[src/rtl/cam_alloc.sv]
// cam_alloc: associative tag store with per-entry valid bits, hardware slot
// allocation (lowest free entry, round-robin eviction when full), entry
// invalidate / global flush, and SRCH independent masked search ports whose
// results are registered one cycle after the request.
//
// Request semantics: every *_valid input is a one-cycle request qualifier.
// There is no ready/backpressure; a request asserted on a rising edge is
// consumed on that edge. ins_idx/ins_evict are a combinational preview of
// where an insert would land this cycle and are meaningful even when
// ins_valid is low. Each r_valid pulses exactly one cycle after its s_valid.
module cam_alloc #(
    parameter int DATA  = 16,
    parameter int DEPTH = 16,
    parameter int SRCH  = 2,
    parameter int ADDR  = $clog2(DEPTH)
) (
    input  logic                      clk,
    input  logic                      reset,
    input  logic                      ins_valid,
    input  logic [DATA-1:0]           ins_key,
    output logic [ADDR-1:0]           ins_idx,
    output logic                      ins_evict,
    input  logic                      inv_valid,
    input  logic [ADDR-1:0]           inv_idx,
    input  logic                      flush,
    input  logic [SRCH-1:0]           s_valid,
    input  logic [SRCH-1:0][DATA-1:0] s_key,
    input  logic [SRCH-1:0][DATA-1:0] s_mask,
    output logic [SRCH-1:0]           r_valid,
    output logic [SRCH-1:0]           r_hit,
    output logic [SRCH-1:0][ADDR-1:0] r_idx,
    output logic [SRCH-1:0]           r_multi,
    output logic [ADDR:0]             count,
    output logic                      full
);

    // Occupancy value that means "every entry valid".
    localparam logic [ADDR:0] DEPTH_CNT = (ADDR+1)'(DEPTH);

    // Entry state.
    logic [DEPTH-1:0] valid_q;
    logic [DEPTH-1:0] valid_d;
    logic [DATA-1:0]  key_q [DEPTH];

    // Round-robin eviction pointer. DEPTH is a power of two, so the ADDR-bit
    // increment wraps DEPTH-1 -> 0 without an explicit compare.
    logic [ADDR-1:0]  victim_q;
    logic [ADDR-1:0]  victim_d;

    // Occupancy, kept registered alongside full.
    logic [ADDR:0]    count_q;
    logic [ADDR:0]    count_d;
    logic             full_q;

    // Allocation helpers.
    logic             all_valid;
    logic             key_we;

    // Per-port match vectors against the entry state at the start of the cycle.
    logic [DEPTH-1:0] match [SRCH];

    // Index of the lowest set bit; 0 when no bit is set.
    function automatic logic [ADDR-1:0] lowest_set(input logic [DEPTH-1:0] vec);
        logic [ADDR-1:0] idx;
        idx = '0;
        for (int i = DEPTH - 1; i >= 0; i--) begin
            if (vec[i]) begin
                idx = ADDR'(i);
            end
        end
        return idx;
    endfunction

    // Number of set bits, sized to hold DEPTH.
    function automatic logic [ADDR:0] popcount(input logic [DEPTH-1:0] vec);
        logic [ADDR:0] cnt;
        cnt = '0;
        for (int i = 0; i < DEPTH; i++) begin
            cnt = cnt + {{ADDR{1'b0}}, vec[i]};
        end
        return cnt;
    endfunction

    // True when two or more bits are set: clearing the lowest set bit
    // leaves something behind.
    function automatic logic multi_set(input logic [DEPTH-1:0] vec);
        return (vec & (vec - DEPTH'(1))) != '0;
    endfunction

    assign all_valid = &valid_q;
    assign key_we    = ins_valid && !flush;

    // Slot preview: lowest free entry, or the victim when the store is full.
    // Uses the pre-invalidate valid vector, so a same-cycle invalidate never
    // redirects an insert that would otherwise evict.
    always_comb begin
        ins_evict = all_valid;
        ins_idx   = all_valid ? victim_q : lowest_set(~valid_q);
    end

    // Next entry-valid vector, victim pointer and occupancy. Flush wins over
    // everything; otherwise invalidate is applied first so that an insert to
    // the same index leaves the entry valid.
    always_comb begin
        valid_d  = valid_q;
        victim_d = victim_q;
        if (flush) begin
            valid_d  = '0;
            victim_d = '0;
        end else begin
            if (inv_valid) begin
                valid_d[inv_idx] = 1'b0;
            end
            if (ins_valid) begin
                valid_d[ins_idx] = 1'b1;
                if (ins_evict) begin
                    victim_d = victim_q + ADDR'(1);
                end
            end
        end
        count_d = popcount(valid_d);
    end

    // Valid bits, victim pointer, count and full.
    always_ff @(posedge clk or posedge reset) begin
        if (reset) begin
            valid_q  <= '0;
            victim_q <= '0;
            count_q  <= '0;
            full_q   <= 1'b0;
        end else begin
            valid_q  <= valid_d;
            victim_q <= victim_d;
            count_q  <= count_d;
            full_q   <= (count_d == DEPTH_CNT);
        end
    end

    // Key storage: written only by a committed (non-flushed) insert;
    // invalidate leaves keys in place.
    always_ff @(posedge clk or posedge reset) begin
        if (reset) begin
            for (int e = 0; e < DEPTH; e++) begin
                key_q[e] <= '0;
            end
        end else if (key_we) begin
            key_q[ins_idx] <= ins_key;
        end
    end

    // Masked compare of every valid entry against every search port.
    always_comb begin
        for (int p = 0; p < SRCH; p++) begin
            for (int e = 0; e < DEPTH; e++) begin
                match[p][e] = valid_q[e] &&
                              (((key_q[e] ^ s_key[p]) & ~s_mask[p]) == '0);
            end
        end
    end

    // Registered search results; hit/idx/multi are held at 0 for idle ports
    // and reset discards any search in flight.
    always_ff @(posedge clk or posedge reset) begin
        if (reset) begin
            r_valid <= '0;
            r_hit   <= '0;
            r_idx   <= '0;
            r_multi <= '0;
        end else begin
            for (int p = 0; p < SRCH; p++) begin
                r_valid[p] <= s_valid[p];
                r_hit[p]   <= s_valid[p] && (|match[p]);
                r_idx[p]   <= s_valid[p] ? lowest_set(match[p]) : '0;
                r_multi[p] <= s_valid[p] && multi_set(match[p]);
            end
        end
    end

    assign count = count_q;
    assign full  = full_q;

endmodule
[config.mk]
export PLATFORM = sky130hd
export DESIGN_NAME = cam_alloc
export DESIGN_NICKNAME = d
export VERILOG_FILES = /design/src/rtl/cam_alloc.sv
export SDC_FILE = /design/constraint.sdc
export NUM_CORES = 1
export LEC_CHECK = 0
export CAP_MARGIN = 0
export CORE_MARGIN = 5
export CORE_UTILIZATION = 40
export CTS_CLUSTER_DIAMETER = 50
export DETAILED_ROUTE_END_ITERATION = 8
export GPL_TIMING_DRIVEN = 0
export PLACE_DENSITY = 0.63
export SYNTH_ARGS = -nofsm -noshare
export SYNTH_HDL_FRONTEND = slang
export SYNTH_SLANG_ARGS = --single-unit
[constraint.sdc]
create_clock -name clk -period 12.4 [get_ports clk]
set_input_delay 2.48 -clock clk [delete_from_list [all_inputs] [get_ports clk]]
set_output_delay 2.48 -clock clk [all_outputs]
set_load 0.05 [all_outputs]
Fig. 1: cell sizes after repair
Drawn at 1.5 px/um.
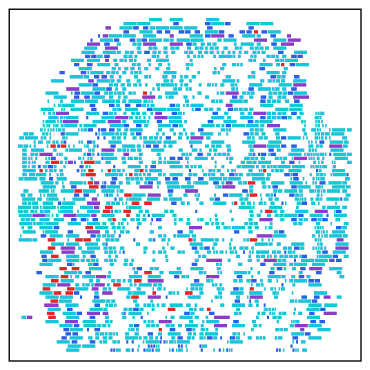
red -> x3 and x4  # cells 58, most used mux2_4
cyan -> x1 and smaller  # cells 1,599, most used xnor2_1
purple -> x6 and larger  # cells 81, most used clkbuf_16
blue -> x2  # cells 294, most used mux2_2

==> ci_impl_report.md <==
### Metrics collected by this job

| Metric | Value |
|---|---|
| Peak Freq | `127 MHz` |
| Die Footprint | `54,500 um^2` |
| Status | `complete, no violations` |
| Average cell area after synthesis | `10.5 um^2` |
| Max H-tree Level | `2` |
| Drt via density | `6.16` |
| GRT Overall Usage | `0.329` |
| Crit. End Element | `flop` |
| NumNets Final | `2,107` |
| Unrepaired setup endpoints after global routing | `no` |
| Vias | `16,700` |
| Number of clock sinks | `296` |
| Vias in the first global route | `16,300` |
| PD cells | `138 nW/um^2` |
| CORE AREA | `49,800 um^2` |
| Async set-reset flop share out of synthesis | `1.00` |
| Met2 wire len | `38.4 mm` |
| Syn_nets | `2,002` |
| First-pass GRT wire length | `127 mm` |
| CP max stage cell | `nor3b_4` |
| Final min period | `7.85 ns` |
| Crit path DAT | `8.32 ns` |
| Min Hold Slack | `0.568 ns` |
| Leakage | `0.00928 uW` |
| Critical path, cell by cell | `clkdlybuf4s50_1, or3b_1, buf_6, nor3b_4, buf_2, nand2b_1, fa_1, inv_1, fa_1, fa_1, fa_1, inv_1, ha_1, inv_1, fa_1, nor2b_1, o21a_1, nor4b_1` |
| Worst Hold Launch | `key_q[118]` |
| Post-route total power | `3180 uW` |
| Per-cell routed wire length | `33.7 um` |
| Power in the clock group | `1400 uW` |
| Yosys stat chip area | `20,000 um^2` |
| DR WL met3 | `10.7 mm` |
| R2r worst-path depth | `19` |
| Busiest grt layer | `met2` |
| Worst path max stage delay | `0.82 ns` |
| Top delay family on crit path | `adder cells` |
| Worst slew pin tran | `1.38 ns` |
| Synth area leader | `dfrtp_1` |
| Top Consumer | `clock` |
| Seq/Total Area, Yosys | `0.371` |
| Reg clk slew, reported paths | `0.05 ns` |
| # rows | `82` |
| Post-Syn Area | `20,000 um^2` |
| Most frequent logic cell in the layout | `xnor2_1` |
| Maximum buffer depth of the clock tree | `3` |
| Yosys cell count | `1,895` |
| Flop and latch count out of synthesis | `296` |
| Layout cells sized above 1 | `0.213` |
| Die X | `234 um` |
| Setup Fix Bufs, Post-CTS | `0` |
Fig. 2: cell area per tile
Drawn at 1.5 px/um. 23 x 23 tiles, from dark blue (low) to red (high), 0 to 100% covered.
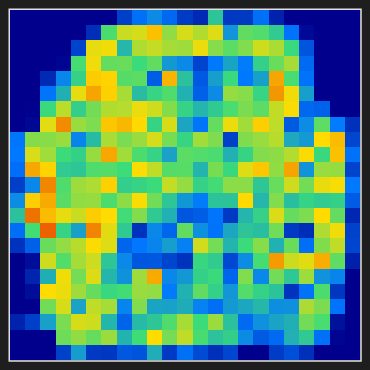
tiles over 75% full = 6.6%
mean over tiles = 41%
densest ninth of the die = left middle
fullest tile = 89%
nearly empty tiles = 14%

[registers in the layout, summed over array words and instances, names as in the netlist]
| signal | count |
|---|---|
| r_hit | 2 |
| victim_q | 4 |
| count | 5 |
| full | 1 |
| r_valid | 2 |
| key_q | 256 |
| valid_q | 16 |
| r_idx | 8 |
| r_multi | 2 |
[stage by stage]
stage                     instances  worst slack (ns)  TNS, ns
after global placement         2621             -2.44  -709.29
after CTS                      2704              4.62        0
after floorplan                1895              1.74        0
final                          2707              4.55        0
after detailed placement       2623              4.04        0
after global routing           2704              4.33        0
[cells in the mapped netlist (11+ instances only)]
master     instances
mux2_2           206
nor3_1            33
o22ai_1          202
nand3_1           26
o21ai_0           44
xnor2_1          514
buf_2             72
nand2b_1          12
o22a_1            25
a21oi_1           13
nand2_1           55
clkbuf_1          74
dfrtp_1          296
nor4_1            38
nor2_1            34
inv_1             25
and2_1            11
mux2_1            16
mux2_4            34
o2111ai_1         26
[final cells by class]
cell class,count,area share
multi-input cells,1402,0.503
flip-flops and latches,296,0.321
clock buffers,61,0.0577
plain buffers,171,0.0384
well taps,672,0.0365
repair buffers,56,0.0258
clock inverters,20,0.0126
inverters,26,0.00456
diodes,3,0.000326
[final timing paths]
path,slack [ns],end
worst max-delay path,4.55,full
worst min-delay path,0.57,key_q[118]
worst max register to register,5.54,full
worst min register to register,0.57,key_q[118]
max in group asynchronous,8.50,key_q[93]
min in group asynchronous,2.40,key_q[144]
[cells by family after synthesis]
logic type	Yosys count	share of synthesized area
adder cells (fa/ha/maj)	21	0.0163
XOR/XNOR	516	0.226
multiplexers	256	0.151
buffers and inverters	197	0.0492
AND/OR/NAND/NOR	252	0.0677
AND-OR/OR-AND	357	0.120
flip-flops	296	0.371
No activity file was given, so power comes from the tool's default toggle rates.
